===== config.mk =====
export PLATFORM = sky130hd
export DESIGN_NAME = conv2_window_buf
export DESIGN_NICKNAME = d
export VERILOG_FILES = /design/src/rtl/mnist_pkg.sv /design/src/rtl/conv2_row_delay.sv /design/src/rtl/conv2_window_buf.sv
export SDC_FILE = /design/constraint.sdc
export NUM_CORES = 1
export LEC_CHECK = 0
export ABC_CLOCK_PERIOD_IN_PS = 3200
export CAP_MARGIN = 20
export CORE_MARGIN = 2
export CORE_UTILIZATION = 55
export CTS_CLUSTER_DIAMETER = 60
export DETAILED_ROUTE_END_ITERATION = 16
export PLACE_DENSITY = 0.8
export SLEW_MARGIN = 25
export SYNTH_ARGS = -nofsm -noshare
export SYNTH_HDL_FRONTEND = slang
export SYNTH_SLANG_ARGS = --single-unit

===== constraint.sdc =====
create_clock -name clk -period 3.2 [get_ports clk]
set_input_delay 0.48 -clock clk [delete_from_list [all_inputs] [get_ports clk]]
set_output_delay 0.48 -clock clk [all_outputs]
set_load 0.05 [all_outputs]

===== src/rtl/mnist_pkg.sv =====
// Shared constants and window bit-layout helper for the conv2 stage of the MNIST pipeline.
package mnist_pkg;

    localparam int IMG_WIDTH  = 13;
    localparam int IMG_HEIGHT = 13;
    localparam int NUM_CH     = 8;
    localparam int WIN_W      = NUM_CH * 9;

    // Flat bit position of window element (channel, window row, window column).
    function automatic int win_bit(input int c, input int wr, input int wc);
        return 9 * c + 3 * wr + wc;
    endfunction

endpackage


===== src/rtl/conv2_row_delay.sv =====
// One-row delay line: o_dout is the word written DEPTH enabled cycles ago.
module conv2_row_delay #(
    parameter int WIDTH = 8,
    parameter int DEPTH = 13
) (
    input  logic             clk,
    input  logic             i_en,
    input  logic [WIDTH-1:0] i_din,
    output logic [WIDTH-1:0] o_dout
);

    logic [WIDTH-1:0] r_mem [DEPTH];

    // Contents are left unreset; the window row gating never lets stale data reach the output.
    always_ff @(posedge clk) begin
        if (i_en) begin
            r_mem[0] <= i_din;
            for (int i = 1; i < DEPTH; i++) begin
                r_mem[i] <= r_mem[i-1];
            end
        end
    end

    assign o_dout = r_mem[DEPTH-1];

endmodule


===== src/rtl/conv2_window_buf.sv =====
// 3x3 x NUM_CH sliding-window former feeding the conv2 calculator (no padding, 11x11 windows).
// Optional frame_done output enabled by defining CONV2_BUF_FRAME_DONE_EN.
module conv2_window_buf
    import mnist_pkg::*;
#(
    parameter int IMG_WIDTH  = mnist_pkg::IMG_WIDTH,
    parameter int IMG_HEIGHT = mnist_pkg::IMG_HEIGHT,
    parameter int NUM_CH     = mnist_pkg::NUM_CH
) (
    input  logic                  clk,
    input  logic                  rst_n,
    input  logic                  valid_in,
    input  logic                  sof_in,
    input  logic [NUM_CH-1:0]     pixel_in,
    output logic [NUM_CH*9-1:0]   pixel_windows,
`ifdef CONV2_BUF_FRAME_DONE_EN
    output logic                  frame_done,
`endif
    output logic                  valid_out_buf
);

    localparam int WIN_BITS = NUM_CH * 9;
    localparam int COL_W    = $clog2(IMG_WIDTH);
    localparam int ROW_W    = $clog2(IMG_HEIGHT);

    logic [COL_W-1:0]    r_col;
    logic [ROW_W-1:0]    r_row;
    logic [WIN_BITS-1:0] r_win;

    logic [COL_W-1:0]    w_pos_col;
    logic [ROW_W-1:0]    w_pos_row;
    logic [COL_W-1:0]    w_nxt_col;
    logic [ROW_W-1:0]    w_nxt_row;
    logic                w_col_wrap;
    logic                w_emit;
    logic                w_last;
    logic [NUM_CH-1:0]   w_row1_out;
    logic [NUM_CH-1:0]   w_row2_out;
    logic [WIN_BITS-1:0] w_win_nxt;

    conv2_row_delay #(.WIDTH(NUM_CH), .DEPTH(IMG_WIDTH)) u_row1 (
        .clk    (clk),
        .i_en   (valid_in),
        .i_din  (pixel_in),
        .o_dout (w_row1_out)
    );

    conv2_row_delay #(.WIDTH(NUM_CH), .DEPTH(IMG_WIDTH)) u_row2 (
        .clk    (clk),
        .i_en   (valid_in),
        .i_din  (w_row1_out),
        .o_dout (w_row2_out)
    );

    // sof_in forces the current pixel to (0,0) whatever the counters say.
    always_comb begin
        w_pos_col  = sof_in ? '0 : r_col;
        w_pos_row  = sof_in ? '0 : r_row;
        w_col_wrap = (w_pos_col == COL_W'(IMG_WIDTH - 1));
        w_nxt_col  = w_col_wrap ? '0 : w_pos_col + COL_W'(1);
        w_nxt_row  = w_pos_row;
        if (w_col_wrap) begin
            w_nxt_row = (w_pos_row == ROW_W'(IMG_HEIGHT - 1)) ? '0 : w_pos_row + ROW_W'(1);
        end
        w_emit = valid_in && (w_pos_row >= ROW_W'(2)) && (w_pos_col >= COL_W'(2));
        w_last = w_col_wrap && (w_pos_row == ROW_W'(IMG_HEIGHT - 1));
    end

    always_comb begin
        w_win_nxt = r_win;
        for (int c = 0; c < NUM_CH; c++) begin
            for (int wr = 0; wr < 3; wr++) begin
                w_win_nxt[win_bit(c, wr, 0)] = r_win[win_bit(c, wr, 1)];
                w_win_nxt[win_bit(c, wr, 1)] = r_win[win_bit(c, wr, 2)];
            end
            w_win_nxt[win_bit(c, 0, 2)] = w_row2_out[c];
            w_win_nxt[win_bit(c, 1, 2)] = w_row1_out[c];
            w_win_nxt[win_bit(c, 2, 2)] = pixel_in[c];
        end
    end

    always_ff @(posedge clk or negedge rst_n) begin
        if (!rst_n) begin
            r_col         <= '0;
            r_row         <= '0;
            r_win         <= '0;
            pixel_windows <= '0;
            valid_out_buf <= 1'b0;
        end else begin
            valid_out_buf <= w_emit;
            if (valid_in) begin
                r_col <= w_nxt_col;
                r_row <= w_nxt_row;
                r_win <= w_win_nxt;
            end
            if (w_emit) begin
                pixel_windows <= w_win_nxt;
            end
        end
    end

`ifdef CONV2_BUF_FRAME_DONE_EN
    // Only the bottom-right window of an uninterrupted frame reaches w_last with w_emit.
    always_ff @(posedge clk or negedge rst_n) begin
        if (!rst_n) begin
            frame_done <= 1'b0;
        end else begin
            frame_done <= w_emit && w_last;
        end
    end
`endif

endmodule


### Metal 1, run 1

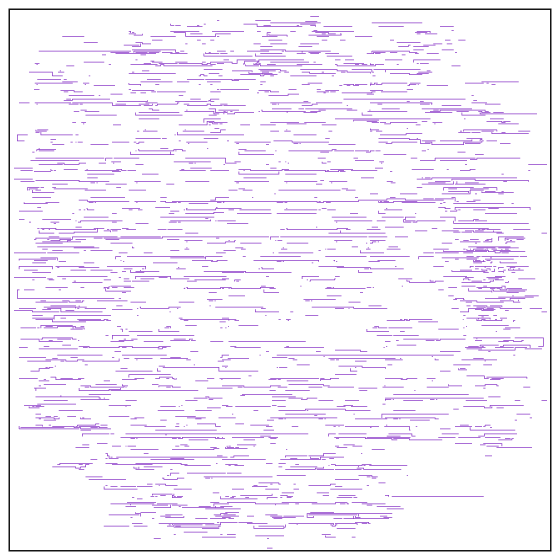
main direction: horizontal
longest straight run: 50.4 µm
DR vias: 4885
met1 usage: 0.222
drt total wl: 17.0 mm

### Placed standard cells, run 1

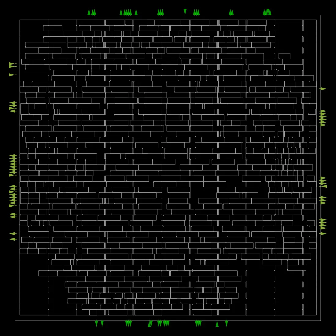
final cell count without fillers: 931
Core Area: 20900 µm²
seq_cells: 337
post-layout util: 0.659

==> results.toml, run 1 <==
# flow metrics
[worst_setup_path]
crit_slowest_cell = "clkdlybuf4s50_1"
cp.required_ns = 3.58
crit_family = "buffers and inverters"
endpoint = "pixel_windows[25]$_DFFE_PN0P_"
crit_arrival_ns = 2.84
worstSetupPathDepth = 8
cp-end-kind = "register"
r2r_slack_ns = 0.93
r2r-end = "pixel_windows[25]$_DFFE_PN0P_"
crit_start = "sof_in"
reg2reg_from = "r_col[1]$_DFFE_PN0P_"
r2r_cells = 7

[synthesis]
syn_inst = 517
seq_area_frac_synth = 0.816
async_flop_share = 0.383
mux_area_frac = 0.141
synth_area_per_cell_um2 = 22.4
ys_types = 35
synthAdderAreaFrac = 0.00323
simple_gate_share = 0.0118
ys_sh_xor = 0.000755
ys.flops = 337
top_logic_kind = "multiplexers"
top_cell = "edfxtp_1"
edf_count = 208
netlist_area_um2 = 11600

[drt]
route.met2.wl_mm = 8.10
drc = 0
wl_met3_um = 717
wl_per_cell_um = 18.2
viasPerCell = 5.25
drt_iter0_drc = 292

[finish]
nClkBuffers = 47
nonClockInverterCount = 4
bufAreaShareNonClock = 0.0685
layout_top_cell = "edfxtp_1"
clk_share = 0.0777
seq_area_frac = 0.688
fillers = 1371
nNonClkBuffers = 92
diodes = 0

[placement]
dp_hpwl_mm = 9.52

[flow_run]
warnings = 30
maxCapViolations = 0

[grt]
grt_max_degree = 137
grt_pass1_wl_mm = 27.5
grt_pass1_vias = 5238
grt_antenna_before_repair = 0
busiest_layer = "met2"

[clocking]
cts_made_buffers = 35
clock_sinks = 337
cts_resized = 0
cts_tree = "yes"

[pwr]
total_power_mw = 13.1
cellPowerDensity_nw_per_um2 = 950

[timing]
hold_viol = 0
relSlewSlack = 0.506

[floorplanning]
chip_area_um2 = 22300
nWellTaps = 275

[min_path]
hold_class = "input port to register"
min_to = "u_row2.r_mem[1][1]$_DFFE_PP_"
min_path_cells = 1

[status]
status = "finished clean"
### Sequential cells grouped by signal name, run 1

Other sequential cells in the stronger gray, the rest of the logic in the fainter gray.
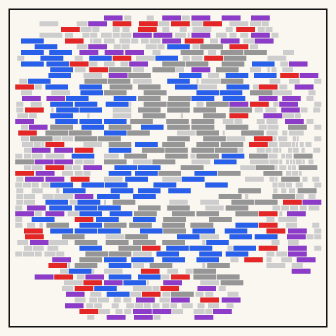
[r_win] red | placed flops: 48 | where: all over the die
[u_row1.r_mem] blue | placed flops: 104
[pixel_windows] purple | placed flops: 72 | where: all over the die
not colored: 113
register area: 9470 µm²
flip-flop and latch power: 5.78 mW

-- run 1: flip-flops by register name (all words and copies together) (netlist names) --
| register | count |
|---|---|
| u_row2.r_mem | 104 |
| r_row | 4 |
| r_col | 4 |
| r_win | 48 |
| pixel_windows | 72 |
| valid_out_buf | 1 |
| u_row1.r_mem | 104 |
-- run 1: where the power goes --
group          internal, mW  leakage (nW)  switching, mW
Sequential             5.36          3.60          0.425
Combinational          1.43          1.17           2.13
Clock                  2.20         0.516           1.54
-- run 1: stage by stage --
step | utilization | hold slack [ns]
global route | 0.659 | 0.322
floorplan | - | 0.184
finish | 0.659 | 0.341
CTS | 0.659 | 0.320
global placement | 0.608 | 0.401
detailed placement | 0.608 | 0.405
--- run 2 (diff from run 1) ---
--- a/config.mk
+++ b/config.mk
@@ -5,13 +5,13 @@
 export SDC_FILE = /design/constraint.sdc
 export NUM_CORES = 1
 export LEC_CHECK = 0
-export ABC_CLOCK_PERIOD_IN_PS = 3200
+export ABC_CLOCK_PERIOD_IN_PS = 2040
 export CAP_MARGIN = 20
 export CORE_MARGIN = 2
-export CORE_UTILIZATION = 55
+export CORE_UTILIZATION = 52
 export CTS_CLUSTER_DIAMETER = 60
 export DETAILED_ROUTE_END_ITERATION = 16
-export PLACE_DENSITY = 0.8
+export PLACE_DENSITY = 0.79
 export SLEW_MARGIN = 25
 export SYNTH_ARGS = -nofsm -noshare
 export SYNTH_HDL_FRONTEND = slang
==> constraint.sdc (replaced) <==
create_clock -name clk -period 2.04 [get_ports clk]
set_input_delay 0.306 -clock clk [delete_from_list [all_inputs] [get_ports clk]]
set_output_delay 0.306 -clock clk [all_outputs]
set_load 0.05 [all_outputs]
==> run 2 against run 1 <==
Compared with the run above:
- combinational power rose by 58%
- first-iteration DRC count rose by 46%
- largest cell class unchanged
- global-route usage fell by 1.2 points
- power rose by 60%
- clock power rose by 65%
- via count rose by 1.4%
- critical endpoint is now pixel_windows[25]
- sequential power rose by 57%
- register-to-register slack got worse by 0.83 ns
==> results.toml, run 2 <==
# flow metrics
[timing]
hold_viol = 0
relSlewSlack = 0.511
whs_ns = 0.123

[worst_setup_path]
crit_arrival_ns = 1.69
crit_family = "buffers and inverters"
cp-end-kind = "output pin"
cp.required_ns = 1.73
crit_slowest_cell = "clkdlybuf4s50_1"

[synthesis]
syn_inst = 517
ys_types = 35
netlist_area_um2 = 11600
simple_gate_share = 0.0118
async_flop_share = 0.383
ys_sh_xor = 0.000755
seq_area_frac_synth = 0.816
top_logic_kind = "multiplexers"

[flow_run]
maxCapViolations = 0
warnings = 33

[pwr]
total_power_mw = 20.9
p_clk_frac = 0.296
powerClk_mw = 6.18
comb_power_mw = 5.63
p_sw_mw = 6.47
internal-power_mw = 14.4
powerSeq_mw = 9.06

[grt]
grt_pass1_vias = 5160
grt_pass1_wl_mm = 27.6
busiest_layer = "met2"
grt_antenna_before_repair = 0
grt_max_degree = 130

[finish]
layout_top_cell = "edfxtp_1"
bufAreaShareNonClock = 0.0786
seq_area_frac = 0.676
nonClockInverterCount = 4
stdcell_count = 948
fillers = 1447

[clocking]
cts_resized = 1
cts_tree = "yes"
cts_made_buffers = 34

[floorplanning]
chip_area_um2 = 23500

[drt]
route.met2.wl_mm = 7.88
wl_per_cell_um = 18.5
drc = 0

[status]
status = "finished clean"
[run 2: worst paths after layout]
| kind | cells after the start | to | start |
|---|---|---|---|
| hold / removal | 1 | u_row1.r_mem[0][46]$_DFFE_PP_ | valid_in |
| setup / recovery | 1 | pixel_windows[25] | pixel_windows[25]$_DFFE_PN0P_ |
| setup reg to reg | 8 | pixel_windows[3]$_DFFE_PN0P_ | r_col[1]$_DFFE_PN0P_ |
| hold reg to reg | 0 | u_row1.r_mem[0][39]$_DFFE_PP_ | u_row1.r_mem[0][31]$_DFFE_PP_ |
| max in group asynchronous | 3 | pixel_windows[68]$_DFFE_PN0P_ | rst_n |
| min in group asynchronous | 3 | pixel_windows[7]$_DFFE_PN0P_ | rst_n |
### Local utilization, run 2

15 x 15 tiles, from white (low) to dark blue (high), 0 to 100% covered.
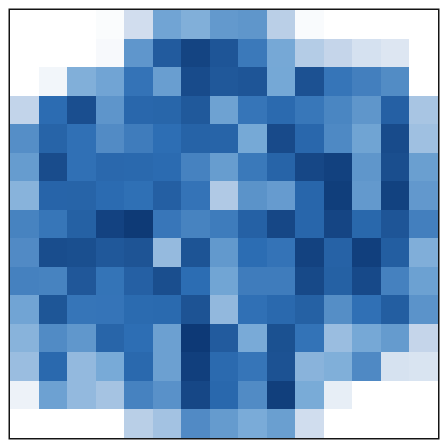
mean over tiles: 58%
fullest tile: 96%
nearly empty tiles: 11%
Core Area: 21900 µm²
FP Util: 0.530
post-layout util: 0.640

### Signal wires on met2, run 2

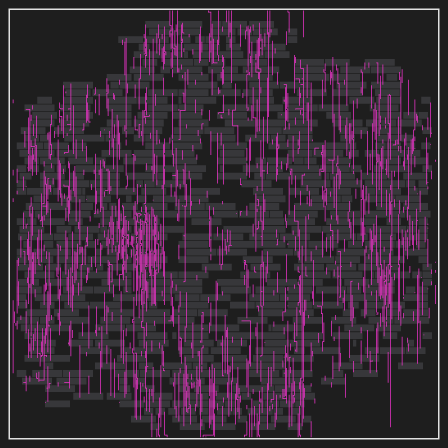
main direction: vertical
longest straight run: 68.5 µm
wire length on this layer: 7880 µm
routing usage on met2: 0.215
DR vias: 4954
drt total wl: 17.5 mm

### Metal 1, run 2

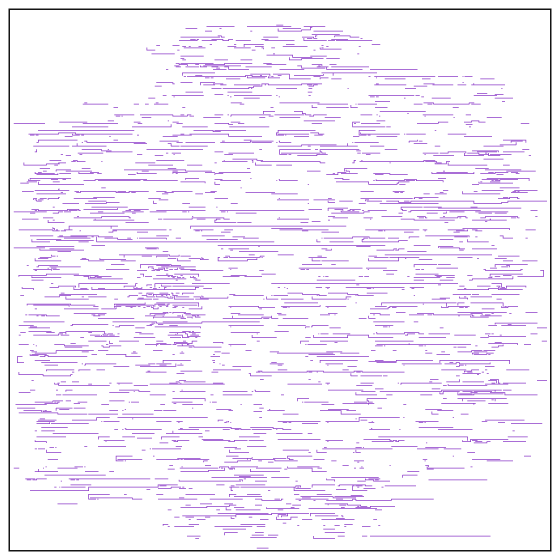
nets with wire on the layer: 603
wire length on this layer: 8190 µm
main direction: horizontal
longest straight run: 52.9 µm
share of all routed wire: 47%
met1 usage: 0.213

--- run 3 (diff from run 2) ---
--- a/config.mk
+++ b/config.mk
@@ -12,6 +12,7 @@
 export CTS_CLUSTER_DIAMETER = 60
 export DETAILED_ROUTE_END_ITERATION = 16
 export PLACE_DENSITY = 0.79
+export RECOVER_POWER = 100
 export SLEW_MARGIN = 25
 export SYNTH_ARGS = -nofsm -noshare
 export SYNTH_HDL_FRONTEND = slang
==> run 3 against run 2 <==
Compared with the run above:
- the flow now finishes with violations (max-capacitance violations, max-slew violations)
- worst hold slack worse by 0.021 ns
- routed wire length is essentially flat
- synthesized cell count unchanged
- clock power hardly changed
- clock skew shrank 0.0016 ns
- first-iteration DRC count down 4.4%
- utilization is 0.58 points lower
- flip-flop count unchanged
- area after synthesis unchanged
- critical path depth is the same
- critical path type unchanged
- highest routed layer unchanged
==> results.toml, run 3 <==
# flow metrics
[worst_setup_path]
r2r_cells = 8
cp.required_ns = 1.73
crit_slowest_cell = "clkdlybuf4s50_1"
crit_start = "pixel_windows[25]$_DFFE_PN0P_"
crit_family = "buffers and inverters"
crit_arrival_ns = 1.69
crit_fanout = 2
r2r-end = "pixel_windows[3]$_DFFE_PN0P_"
r2r_slack_ns = 0.10
cp-end-kind = "output pin"
reg2reg_from = "r_col[1]$_DFFE_PN0P_"
worstSetupPathDepth = 1
endpoint = "pixel_windows[25]"

[timing]
hold_viol = 0
post-route-min-period_ns = 2.00
finalClockPeriodUsage = 0.978
finalMaxSlewViolations = 123
max_freq_ghz = 0.501
skew_ns = 0.0208
whs_ns = 0.102
relSlewSlack = -0.0700
tightest_slew_ns = 1.61

[synthesis]
mux_area_frac = 0.141
ys_sh_aoi = 0.00927
synthAdderAreaFrac = 0.00323
ys_types = 35
seq_area_frac_synth = 0.816
async_flop_share = 0.383
simple_gate_share = 0.0118
top_cell = "edfxtp_1"
syn_inst = 517
netlist_area_um2 = 11600
ys_sh_xor = 0.000755
top_logic_kind = "multiplexers"
synth_area_per_cell_um2 = 22.4
edf_count = 208
ys.flops = 337

[grt]
grt_max_degree = 130
grt_pass1_wl_mm = 27.6
globalRouteOverflowTotal = 0
met2_usage = 0.215
busiest_layer = "met2"
grt_antenna_before_repair = 0
grt_pass1_vias = 5160
grtUsageMet3 = 0.0408
use_met1 = 0.213

[finish]
layout_top_cell = "edfxtp_1"
reg.largest.list = "u_row1.r_mem: 104 flops, u_row2.r_mem: 104 flops, pixel_windows: 72 flops"
finish.utilization = 0.635
diodes = 0

[flow_run]
maxCapViolations = 1
warnings = 33

[drt]
route.met2.wl_mm = 7.91
wl_met3_mm = 1.04
drt_iter0_drc = 408
viasPerCell = 5.22
drc = 0
dr.pass1.iters = 4
wl_per_cell_um = 18.5

[floorplanning]
core_area_um2 = 21900
die_w_um = 153
chip_area_um2 = 23500
initCoreUtil = 0.530
io_pins = 85

[pwr]
cellPowerDensity_nw_per_um2 = 1490
ir_drop_mv = 1.16
total_power_mw = 20.8

[clocking]
cts_tree = "yes"
clock_sinks = 337
clockBufferDepth = 3
cts_made_buffers = 34
cts_resized = 1

[status]
status = "finished with violations"
violations = "max-capacitance violations, max-slew violations"

[min_path]
hold_class = "input port to register"
hp-start = "valid_in"
min_path_cells = 1
min_to = "u_row1.r_mem[0][46]$_DFFE_PP_"

[placement]
dp_hpwl_mm = 9.34
place.gp.congestion = 0.749
-- run 3: final cells by class --
type | instances | area (µm²)
fillers | 1462 | 8000
well taps | 280 | 350
multi-input cells | 161 | 1940
inverters | 4 | 15.0
repair buffers | 104 | 975
clock inverters | 19 | 180
flip-flops and latches | 337 | 9470
clock buffers | 43 | 958
-- run 3: worst reg2reg max path, stage by stage (launching register included) --
cell and delay, ns:
dfrtp_1 0.37, or2b_1 0.17, inv_1 0.06, ha_2 0.19, nor4_4 0.31, nor3_4 0.06, buf_6 0.15, clkbuf_16 0.18
mux2_4 0.32
-- run 3: report_power, final --
group	internal (mW)	switching, mW	leakage, nW
clock network	3.73	2.45	0.556
logic	2.15	3.36	1.21
registers	8.41	0.658	3.60
total	14.3	6.47	5.36
### Placed standard cells, run 3

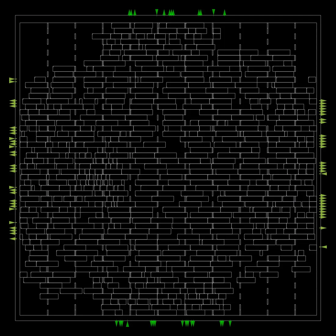
FILL cells: 1462
Seq area share: 0.682
row count: 54
# Taps: 280
final cell count without fillers: 948

### Metal 1, run 3

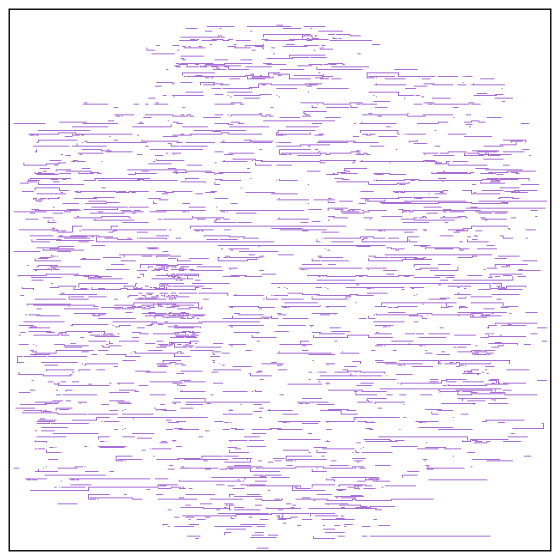
share of all routed wire: 47%
nets with wire on the layer: 601
DR vias: 4952
drt total wl: 17.5 mm

### Signal wires on met2, run 3

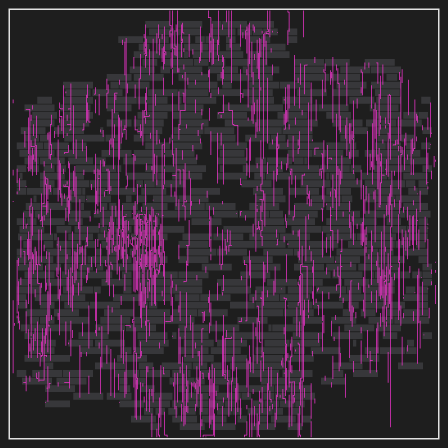
main direction: vertical
nets with wire on the layer: 637

Power and IR drop assume default switching activity.
